run_1/m2.png
Cells faint in the background.
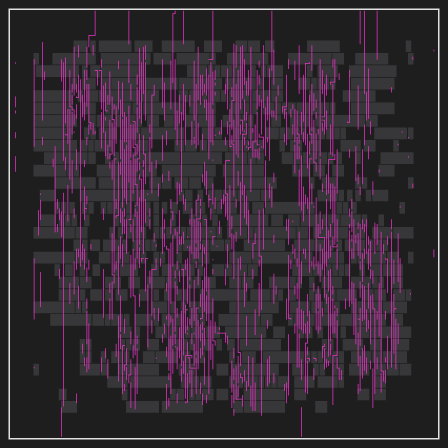
run_1/m1.png
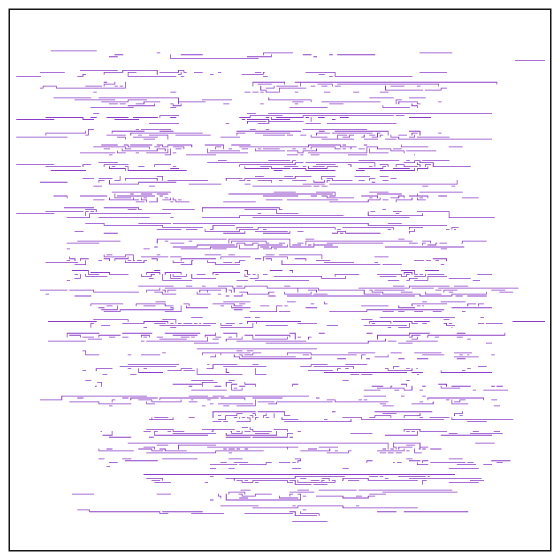
run_1/util_map.png
The die is cut into 9 by 9 equal tiles; white is low, dark blue is high, 0 to 100% covered.
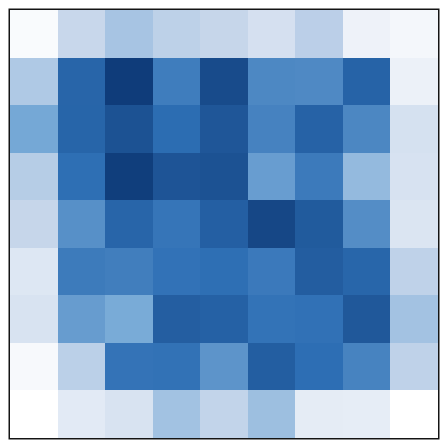
==> config.mk <==
export PLATFORM = sky130hd
export DESIGN_NAME = tt_um_uabc_scroller
export DESIGN_NICKNAME = d
export VERILOG_FILES = /design/src/rtl/uabc_seg7_pkg.sv /design/src/rtl/uabc_btn_edge.sv /design/src/rtl/tt_um_uabc_scroller.sv
export SDC_FILE = /design/constraint.sdc
export NUM_CORES = 1
export LEC_CHECK = 0
export ABC_AREA = 1
export CAP_MARGIN = 20
export CORE_MARGIN = 5
export CORE_UTILIZATION = 48
export CTS_CLUSTER_SIZE = 8
export DETAILED_ROUTE_END_ITERATION = 10
export PLACE_DENSITY_LB_ADDON = 0.15
export SYNTH_ARGS = -nofsm -noshare
export SYNTH_HDL_FRONTEND = slang
export SYNTH_HIERARCHICAL = 1
export SYNTH_SLANG_ARGS = --single-unit
export TNS_END_PERCENT = 100
==> constraint.sdc <==
create_clock -name clk -period 1.6 [get_ports clk]
set_input_delay 0.24 -clock clk [delete_from_list [all_inputs] [get_ports clk]]
set_output_delay 0.24 -clock clk [all_outputs]
set_load 0.05 [all_outputs]
==> impl_metrics.tcl, run 1 <==
# place-and-route summary
set metrics [dict create \
    status "finished with violations" \
    violations "setup timing" \
    fin_crit_sh_pct 135 \
    max_freq_ghz 0.464 \
    htreeDepth 2 \
    tool_warnings 54 \
    remaining_drc_errors 0 \
    drive_gt1_share_pct 31.7 \
    max-cap-violations 0 \
    synthesis.area_sq_um 3360 \
    leakagePower_nw 2.41 \
    syn2layout_area_growth_pct 40.5 \
    cp_cell_sequence "buf_8 > clkinvlp_4 > ha_4 > inv_2 > nand3_2 > nor3_2 > xor2_1 > nor2_1 > ha_1 > nand2_1 > nand2_1 > nand2_1 > nand2_1 > nand2_1 > nand2_1 > nand2_2 > nand4_1 > nand2_2 > nand2_1 > nand2_1" \
    drtAntennaViolNets 0 \
    gr-total-overflow 0 \
    pre_cts_ws_ns -1.33 \
    yosys_warnings 13 \
    async_reset_ff_share_pct 100 \
    reg2reg_slack_ns -0.32 \
    power_frac_clock_pct 13.4 \
    ir_drop_v 0.00144 \
    setup_slack_ns -0.557 \
    final_area_sq_um 4710 \
    stdcell_count 674 \
    edf_count 0 \
    place_congestion 0.877 \
    p_comb_mw 3.51 \
    internal_power_mw 3.30 \
    fin_tns_setup_ns -16.12 \
    setup_viol 36 \
    port_buffers 21 \
    fa_ha_area_share_pct 15.7 \
    syn_area_per_cell_sq_um 7.16 \
    clkSinkCount 40 \
    yosysTopAreaCell "dfrtp_1" \
    grt_pass1_wl_mm 14.2 \
    post_dp_cell_area_sq_um 4340 \
    wl_met3_um 462 \
    worstPathRequired_ns 1.84 \
    clock_path_buffers 2 \
    synth_cell_type_count 36 \
    p_clk_uw 772 \
    critical_path.max_stage_delay_ns 0.29 \
    crit_cells 20 \
    power_mw 5.74 \
    seq_power_mw 1.46 \
    fin_nets 638 \
    grt_pass1_vias 3135 \
    largest_reg_flops 24 \
    grt_usage_pct 20.2 \
    rsz0062_at_grt "yes" \
    post-cts-setup-buffer-count 9 \
]
Notes on m2.png above:
wire length on this layer = 4000 um
main direction = vertical
via count: 3277
GRT met2 Usage: 32.0%
drt total wl: 8.64 mm

Notes on m1.png above:
longest straight run = 53.8 um
main direction = horizontal
nets with wire on the layer = 560
routing usage on met1: 28.3%

Notes on util_map.png above:
nearly empty tiles = 2.5%
densest ninth of the die = center
tiles over 75% full = 27%
post-layout util: 69.4%
Core Area: 6790 sq um
Pre-Place Util: 49.4%

[run 1: area by class of cell]
| class | instances | area, sq um | area share (%) |
|---|---|---|---|
| clock buffers | 6 | 93.8 | 1.99 |
| clock inverters | 2 | 12.5 | 0.265 |
| inverters | 58 | 236 | 5.02 |
| multi-input cells | 365 | 2220 | 47.1 |
| flip-flops and latches | 40 | 1020 | 21.6 |
| well taps | 96 | 120 | 2.55 |
| repair buffers | 107 | 1010 | 21.5 |
[run 1: cell families (layout without fill, tap and decap cells)]
family	after synthesis	after routing
fa+ha+maj	42	42
other cells	2	13
compound gates	46	46
simple gates	250	250
xor+xnor	14	14
buf+inv	75	173
flops	40	40
## Run 2: what changed since run 1
==> constraint.sdc (replaced) <==
create_clock -name clk -period 1.8 [get_ports clk]
set_input_delay 0.27 -clock clk [delete_from_list [all_inputs] [get_ports clk]]
set_output_delay 0.27 -clock clk [all_outputs]
set_load 0.05 [all_outputs]
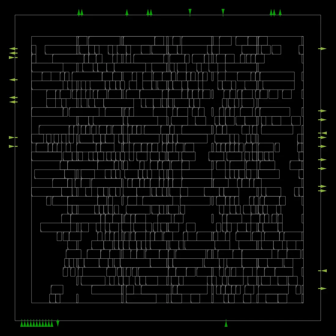
run_2/placed.png
Filler cells: 594
Seq/total area: 22.6%
post-layout util: 66.3%
Seq cells: 40
std cell rows: 30

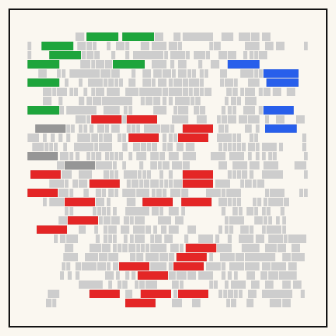
run_2/ff_map.png
Other sequential cells in the stronger gray, the rest of the logic in the fainter gray.
pos -> blue  # sequential cells 5, where north-east
cnt -> red  # sequential cells 24
uo_out -> green  # sequential cells 8, where north-west
not colored = 3
sequential power: 1.24 mW
register area: 1020 sq um

==> impl_metrics.tcl, run 2 <==
# place-and-route summary
set metrics [dict create \
    syn_inst 469 \
    first_iter_violations 145 \
    status "finished with violations" \
    port_buffers 21 \
    pre_cts_ws_ns -1.14 \
    largest_reg_flops 24 \
    clock_path_buffers 2 \
    drive_gt1_share_pct 32.3 \
    place_congestion 0.911 \
    grt_use_met1_pct 28.5 \
    ir_drop_v 0.00103 \
    power_frac_clock_pct 14.4 \
    edf_count 0 \
    tool_warnings 54 \
    synth_cell_type_count 36 \
    internal_power_mw 2.48 \
    setup_slack_ns -0.354 \
    worstPathRequired_ns 1.99 \
    async_reset_ff_share_pct 100 \
    violations "setup timing" \
    post_dp_cell_area_sq_um 4040 \
    setup_viol 34 \
    fp_util_pct 49.4 \
    grt_pass1_wl_mm 14.1 \
    fin_nets 621 \
    fa_ha_area_share_pct 15.7 \
    max_freq_ghz 0.464 \
    clkSinkCount 40 \
    final_area_sq_um 4500 \
    grt_usage_pct 20.2 \
    grt_pass1_vias 3041 \
    syn2layout_area_growth_pct 34.2 \
    reg2reg_slack_ns -0.11 \
    coreArea_sq_um 6790 \
    wl_met3_um 397 \
    post-cts-setup-buffer-count 8 \
    syn_area_per_cell_sq_um 7.16 \
    yosysTopAreaCell "dfrtp_1" \
    htreeDepth 2 \
    fin_tns_setup_ns -8.32 \
    rsz0062_at_grt "yes" \
    routed-via-count 3178 \
    synthesis.area_sq_um 3360 \
    p_comb_mw 2.64 \
    cts_tree "yes" \
    fin_crit_sh_pct 120 \
    p_clk_uw 655 \
    max-cap-violations 0 \
    leakagePower_nw 2.27 \
    power_mw 4.54 \
    remaining_drc_errors 0 \
]
## run 2: area by class of cell
| class | count | area, sq um |
|---|---|---|
| repair buffers | 88 | 713 |
| flip-flops and latches | 40 | 1020 |
| repair inverters | 1 | 11.3 |
| inverters | 58 | 239 |
| clock inverters | 2 | 15.0 |
| multi-input cells | 366 | 2300 |
| fillers | 594 | 2290 |
| well taps | 96 | 120 |
| clock buffers | 6 | 82.6 |
## run 2: worst max-delay path: stages
cell and delay [ns]:
buf_2 0.11, buf_4 0.15, ha_2 0.19, nand3_2 0.08, nor3_2 0.13, xor2_1 0.18, nor2_1 0.06, ha_1 0.28
nand2_1 0.07, nand2_1 0.05, nand2_1 0.05, nand2_1 0.04, nand2_1 0.05, nand2_1 0.06, nand2_2 0.08, nand4_1 0.18
buf_6 0.20, nand3_2 0.05, nand2_1 0.05
Power and IR drop assume default switching activity.
